==> run_1/layer_met1.png <==
The bar under the picture is 20 um long.
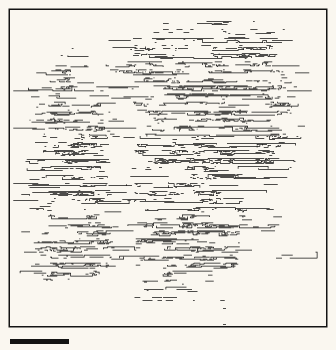
==> run_1/layer_met2.png <==
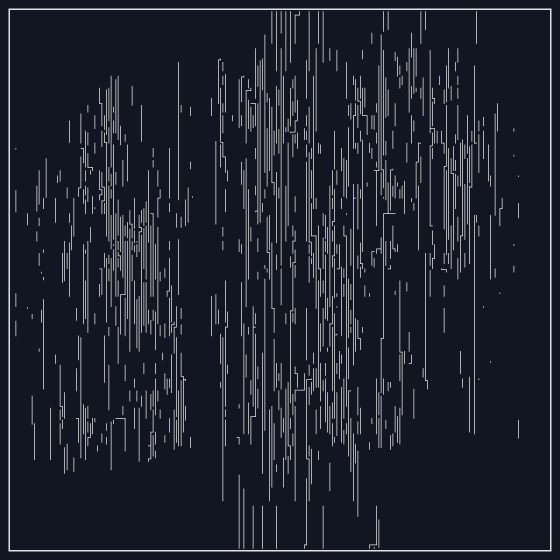
==> run_1/layer_met3.png <==
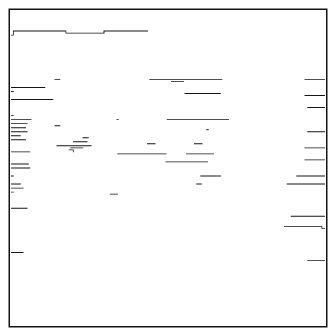
===== config.mk =====
export PLATFORM = sky130hd
export DESIGN_NAME = seq_stage_controller
export DESIGN_NICKNAME = d
export VERILOG_FILES = /design/src/rtl/seq_stage_controller.sv
export SDC_FILE = /design/constraint.sdc
export NUM_CORES = 1
export LEC_CHECK = 0
export ABC_AREA = 1
export ABC_CLOCK_PERIOD_IN_PS = 1780
export CAP_MARGIN = 20
export CORE_MARGIN = 3
export CORE_UTILIZATION = 30
export CTS_BUF_LIST = sky130_fd_sc_hd__clkbuf_4 sky130_fd_sc_hd__clkbuf_8 sky130_fd_sc_hd__clkbuf_16
export DETAILED_ROUTE_END_ITERATION = 12
export HOLD_SLACK_MARGIN = 0.08
export PLACE_DENSITY = 0.53
export SLEW_MARGIN = 30
export SYNTH_ARGS = -nofsm -noshare
export SYNTH_HDL_FRONTEND = slang
export SYNTH_SLANG_ARGS = --single-unit

===== constraint.sdc =====
create_clock -name clk -period 1.78 [get_ports clk]
set_clock_uncertainty 0.1 [all_clocks]
set_input_delay 0.356 -clock clk [delete_from_list [all_inputs] [get_ports clk]]
set_output_delay 0.356 -clock clk [all_outputs]
set_load 0.01 [all_outputs]

===== src/rtl/seq_stage_controller.sv =====
// Multi-cycle stage sequencer for the SEQ Y86-64 datapath: one-hot stage strobes,
// data-memory handshake with timeout, status code and retired-instruction count.
module seq_stage_controller #(
  parameter int MEM_TIMEOUT = 15
) (
  input  logic        clk,
  input  logic        rst_n,
  input  logic        start,
  input  logic [3:0]  icode,
  input  logic        instr_valid,
  input  logic        imem_error,
  input  logic        dmem_ready,
  input  logic        dmem_error,
  output logic        fetch_en,
  output logic        decode_en,
  output logic        execute_en,
  output logic        memory_en,
  output logic        writeback_en,
  output logic        pc_en,
  output logic        dmem_req,
  output logic        busy,
  output logic [2:0]  stat,
  output logic [31:0] instr_count
);
  localparam logic [2:0] AOK = 3'd1;
  localparam logic [2:0] HLT = 3'd2;
  localparam logic [2:0] ADR = 3'd3;
  localparam logic [2:0] INS = 3'd4;
  // Last wait-count value before timeout; counter is 0 on the first MEMORY cycle.
  localparam logic [7:0] TO_LAST = 8'(MEM_TIMEOUT - 1);

  typedef enum logic [2:0] {
    IDLE, FETCH, DECODE, EXECUTE, MEMORY, WRITEBACK, PCUPDATE, HALTED
  } state_t;

  state_t     state, state_d;
  logic [2:0] stat_d;
  logic [3:0] icode_q;
  logic [7:0] wait_cnt;
  logic       mem_op;
  logic       launch;

  assign mem_op = icode_q inside {4'h4, 4'h5, 4'h8, 4'h9, 4'hA, 4'hB};
  assign launch = (state == IDLE || state == HALTED) && start;

  always_comb begin
    state_d = state;
    stat_d  = stat;
    case (state)
      IDLE, HALTED: if (start) begin state_d = FETCH; stat_d = AOK; end
      FETCH: begin
        if (imem_error) begin
          state_d = HALTED; stat_d = ADR;
        end else if (!instr_valid || icode > 4'hB) begin
          state_d = HALTED; stat_d = INS;
        end else if (icode == 4'h0) begin
          state_d = HALTED; stat_d = HLT;
        end else begin
          state_d = DECODE;
        end
      end
      DECODE:    state_d = EXECUTE;
      EXECUTE:   state_d = mem_op ? MEMORY : WRITEBACK;
      MEMORY: begin
        // ready takes precedence over a timeout on the same edge
        if (dmem_ready) begin
          if (dmem_error) begin state_d = HALTED; stat_d = ADR; end
          else            state_d = WRITEBACK;
        end else if (wait_cnt == TO_LAST) begin
          state_d = HALTED; stat_d = ADR;
        end
      end
      WRITEBACK: state_d = PCUPDATE;
      PCUPDATE:  state_d = FETCH;
      default:   state_d = IDLE;
    endcase
  end

  always_ff @(posedge clk or negedge rst_n) begin
    if (!rst_n) begin
      state       <= IDLE;
      stat        <= AOK;
      icode_q     <= 4'h0;
      wait_cnt    <= 8'd0;
      instr_count <= 32'd0;
    end else begin
      state <= state_d;
      stat  <= stat_d;
      if (state == FETCH) icode_q <= icode;
      if (state != MEMORY)  wait_cnt <= 8'd0;
      else if (!dmem_ready) wait_cnt <= wait_cnt + 8'd1;
      if (launch)                 instr_count <= 32'd0;
      else if (state == PCUPDATE) instr_count <= instr_count + 32'd1;
    end
  end

  assign fetch_en     = (state == FETCH);
  assign decode_en    = (state == DECODE);
  assign execute_en   = (state == EXECUTE);
  assign memory_en    = (state == MEMORY);
  assign writeback_en = (state == WRITEBACK);
  assign pc_en        = (state == PCUPDATE);
  assign dmem_req     = memory_en;
  assign busy         = (state != IDLE) && (state != HALTED);
endmodule

==> flow_summary.yaml, run 1 <==
# yosys + openroad results
setup_path:
  rrSetupSlack_ns: 0.13
  cp-end-kind: "output port"
  required_ns: 1.32
  max_stage_delay_ns: 0.55
  worstPathCellList: "clkdlybuf4s50_1"
  worstSetupStartpointType: "flip-flop"
grt:
  grt-ovfl-total: 0
  grt_max_degree: 30
  grt_pass1_wl_mm: 13.9
hold_path:
  hp-class: "reg -> reg"
logic_synthesis:
  yosysTopAreaCell: "dfrtp_1"
  xor_area_share_pct: 0
  syn-cell-area_um2: 3040
  yosysCellCount: 458
  yosys.area_share.simple_pct: 39.9
  syn-num-nets: 473
  ys.flops: 49
  top_cell_area_share_pct: 39.5
  compound_area_share_pct: 7.69
  avgSynthCellArea_um2: 6.65
  yosys_area_um2: 3040
floorplanning:
  initial_core_util_pct: 31.0
  chipArea_um2: 11400
  die_w_um: 107
  rows: 36
detailed_routing:
  viasPerCell: 4.60
  drt-pass1-iter-count: 4
  postRouteAntennaNets: 0
layout:
  layout_top_cells: "nand2_1, nor2_1, inv_1, buf_4"
  drive_gt1_share_pct: 21.1
sta:
  finalClockPeriodUsage_pct: 98.3
  finalSetupViolations: 0
  tightest_slew_ns: 0.420
clock_network:
  cts_tree: "built"
placement:
  dp.cells: 662
  gp_congestion: 0.841
  dp_hpwl_mm: 6.29
flow_run:
  maxCapViolCount: 0
pwr:
  vdd_drop_max_uv: 889
  powerDensity_nw_per_um2: 917
outcome:
  outcome: "complete, no violations"
## Picture notes: layer_met1.png
longest straight run: 27.6 um
main direction: horizontal
share of all routed wire: 45%
drt total wl: 8.71 mm
Vias: 3268

## Picture notes: layer_met2.png
nets with wire on the layer: 471
wire length on this layer: 4320 um
main direction: vertical
M2 GR Usage: 26.6%

## Picture notes: layer_met3.png
longest straight run: 24.4 um
share of all routed wire: 4.3%
met3 Track Usage GR: 2.65%

-- run 1: area by class of cell --
class	count	area (um^2)
fill	1058	5400
multi-input combinational	330	1580
sequential	49	1240
timing repair buffer	119	1050
inverter	72	274
tap	133	166
clock buffer	5	68.8
clock inverter	3	46.3
-- run 1: final timing paths --
| kind | from | endpoint | cells after the start |
|---|---|---|---|
| min in group asynchronous | rst_n | instr_count[24] | 2 |
| max in group asynchronous | rst_n | instr_count[23] | 3 |
| hold reg to reg | stat[0] | stat[0] | 2 |
| setup / recovery | instr_count[23] | instr_count[23] | 1 |
| hold / removal | stat[0] | stat[0] | 2 |
| setup reg to reg | state[1] | stat[1] | 10 |
-- run 1: Yosys cell counts (3+ instances only) --
library cell	number
nand2_1	124
nor2_1	82
inv_1	69
dfrtp_1	48
nand3_1	38
o21ai_0	19
nand4_1	17
a21oi_1	16
nor3_1	7
ha_1	4
o21ai_1	4
nand3_2	3
nor2_4	3
-- run 1: registers in the layout (all words and copies together) (netlist names) --
| register | cells |
|---|---|
| state | 3 |
| icode_q | 3 |
| instr_count | 32 |
| wait_cnt | 8 |
| stat | 3 |
-- run 1: what timing repair did --
action	in CTS	in global routing
setup endpoints to repair	23	43
setup buffers	13	26
hold buffers	1	0
pin swaps	1	9
cloned	0	1
hold endpoints to repair	11	0
resized	38	35
-- run 1: cell families after synthesis --
family	count (synthesis)
DFF	49
and+or+nand+nor	281
adders and majority gates	4
AOI/OAI and AO/OA	44
buffers and inverters	80
-- run 1: report_power, final --
group | internal, mW | switching [mW]
clock | 0.421 | 0.409
sequential | 1.24 | 0.101
combinational | 0.827 | 1.06
total | 2.49 | 1.57
-- run 1: per-layer routing --
layer | vias to the layer above | routed length [um] | track usage, %
li1 | 1685 | - | -
met1 | 1505 | 3910 | 19.0
met2 | 65 | 4320 | 26.6
met3 | 13 | 376 | 2.65
met4 | 0 | 108 | 4.02
met5 | - | 0 | 0
-- run 1: per-stage QoR --
| step | setup WS (ns) | setup TNS (ns) | utilization [%] |
|---|---|---|---|
| after floorplan | 0.158 | 0 | - |
| after detailed placement | -0.0417 | -0.0866 | 39.9 |
| final | 0.0302 | 0 | 45.0 |
| after global routing | -0.0300 | -0.103 | 45.0 |
| after global placement | -0.0164 | -0.0206 | 39.9 |
| after CTS | -0.0444 | -0.0553 | 42.3 |
==> run_1/congestion.png <==
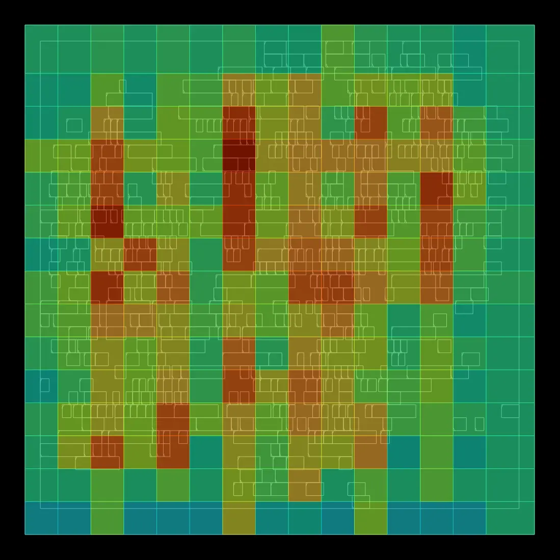

==> run 1 -> run 2 <==
--- a/config.mk
+++ b/config.mk
@@ -8,7 +8,6 @@
 export ABC_AREA = 1
 export ABC_CLOCK_PERIOD_IN_PS = 1780
 export CAP_MARGIN = 20
-export CORE_MARGIN = 3
 export CORE_UTILIZATION = 30
 export CTS_BUF_LIST = sky130_fd_sc_hd__clkbuf_4 sky130_fd_sc_hd__clkbuf_8 sky130_fd_sc_hd__clkbuf_16
 export DETAILED_ROUTE_END_ITERATION = 12
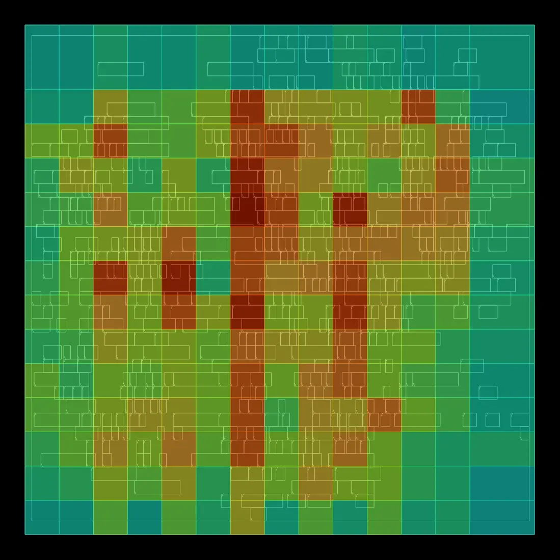
(run_2/congestion.png)
final core utilization: 45.6%
met1 Resource Use GR: 20.6%

==> flow_summary.yaml, run 2 <==
# yosys + openroad results
logic_synthesis:
  avgSynthCellArea_um2: 6.65
  yosysTopAreaCell: "dfrtp_1"
  syn-num-nets: 473
  syn-cell-area_um2: 3040
  yosys.cell_count.top_type: "nand2_1"
  yosysCellCount: 458
  top_cell_area_share_pct: 39.5
  synthTopCellsByCount: "nand2_1, nor2_1, inv_1"
pwr:
  vdd_drop_max_uv: 645
  powerDensity_nw_per_um2: 934
sta:
  setup_ws_ns: 0.0204
  finalClockPeriodUsage_pct: 98.9
  tightest_slew_ns: 0.362
outcome:
  outcome: "complete, no violations"
setup_path:
  max_stage_delay_ns: 0.46
  endpoint: "fetch_en"
  rrSetupSlack_ns: 0.05
  setup.worst_path.start: "state[1]"
  r2r_end: "instr_count[18]"
  rr_startpoint: "state[1]"
  cp-end-kind: "output port"
placement:
  gp_congestion: 0.822
  place_ws_ns: -0.0318
  dp_hpwl_mm: 6.11
layout:
  largest_reg_flops: 32
  layout_top_cells: "nand2_1, nor2_1, inv_1, buf_4, dfrtp_1"
  drive_gt1_share_pct: 22.0
  regMostFlops: "instr_count"
  reg_top3: "instr_count (32), wait_cnt (8)"
detailed_routing:
  wirelength_mm: 8.63
  drt-pass1-iter-count: 4
  postRouteAntennaNets: 0
  route.vias.total: 3257
grt:
  grt_pass1_wl_mm: 13.8
  grt_max_degree: 28
floorplanning:
  rows: 36
  initial_core_util_pct: 31.0
  chipArea_um2: 10600
  die_w_um: 103
clock_network:
  htreeDepth: 2
  cts_tree: "built"
hold_path:
  hp-class: "reg -> reg"
==> run 2: worst min-delay path by stage <==
stage,startpoint,end,slack [ns],cells past startpoint
finish,stat[0],stat[0],0.38,2
global route,stat[0],stat[0],0.41,2
CTS,stat[0],stat[0],0.38,2
detailed placement,rst_n,instr_count[8],0.29,2
global placement,rst_n,instr_count[8],0.27,2
floorplan,rst_n,icode_q[1],-0.04,0
==> run 2: logic make-up (layout without fill, tap and decap cells) <==
logic type / after synthesis / in the layout / share of synthesized area (%)
flops: 49 / 49 / 40.3
fa+ha+maj: 4 / 4 / 1.64
simple gates: 281 / 282 / 39.9
compound gates: 44 / 44 / 7.69
buf+inv: 80 / 198 / 10.4
==> run 2: repair_timing <==
action,CTS,global route
pin swaps,2,7
gates cloned,0,3
endpoints found under the hold margin,48,0
endpoints found under the setup margin,19,52
resized,34,47
hold buffers,1,0
setup buffers,10,23
==> run 2: stage by stage <==
| stage | TNS (ns) | utilization, % |
|---|---|---|
| after floorplan | 0 | - |
| after global placement | -0.00995 | 40.0 |
| after detailed placement | -0.0341 | 40.0 |
| after CTS | -0.0349 | 42.2 |
| after global routing | -0.545 | 45.6 |
| final | 0 | 45.6 |
==> run 2: area by class of cell <==
class	instances	area, um^2
Clock inverter	3	46.3
Tap cell	133	166
Sequential cell	49	1240
Fill cell	1059	5340
Inverter	72	274
Clock buffer	5	68.8
Multi-Input combinational cell	330	1610
Timing Repair Buffer	118	1070
==> run 2: worst max-delay path, delay by kind of cell (launching register included) <==
family | cells | cell delay, ns
buffers and inverters | 2 | 0.31
AND/OR/NAND/NOR | 2 | 0.22
flip-flops | 1 | 0.46
==> run 2: where the power goes <==
| part | total, mW | switching, mW | leakage [nW] | internal, mW |
|---|---|---|---|---|
| clock | 0.830 | 0.409 | 0.0543 | 0.421 |
| combinational | 2.02 | 1.08 | 1.48 | 0.939 |
| sequential | 1.33 | 0.0920 | 0.656 | 1.24 |
==> run 2: layer usage <==
metal	wire [um]	GRT usage, %	share of wire (%)
met2	4240	30.4	49
met3	276	2.44	3.2
met4	109	4.98	1.3
met1	4000	20.6	46
met5	0	0	0
Power and IR drop assume default switching activity.
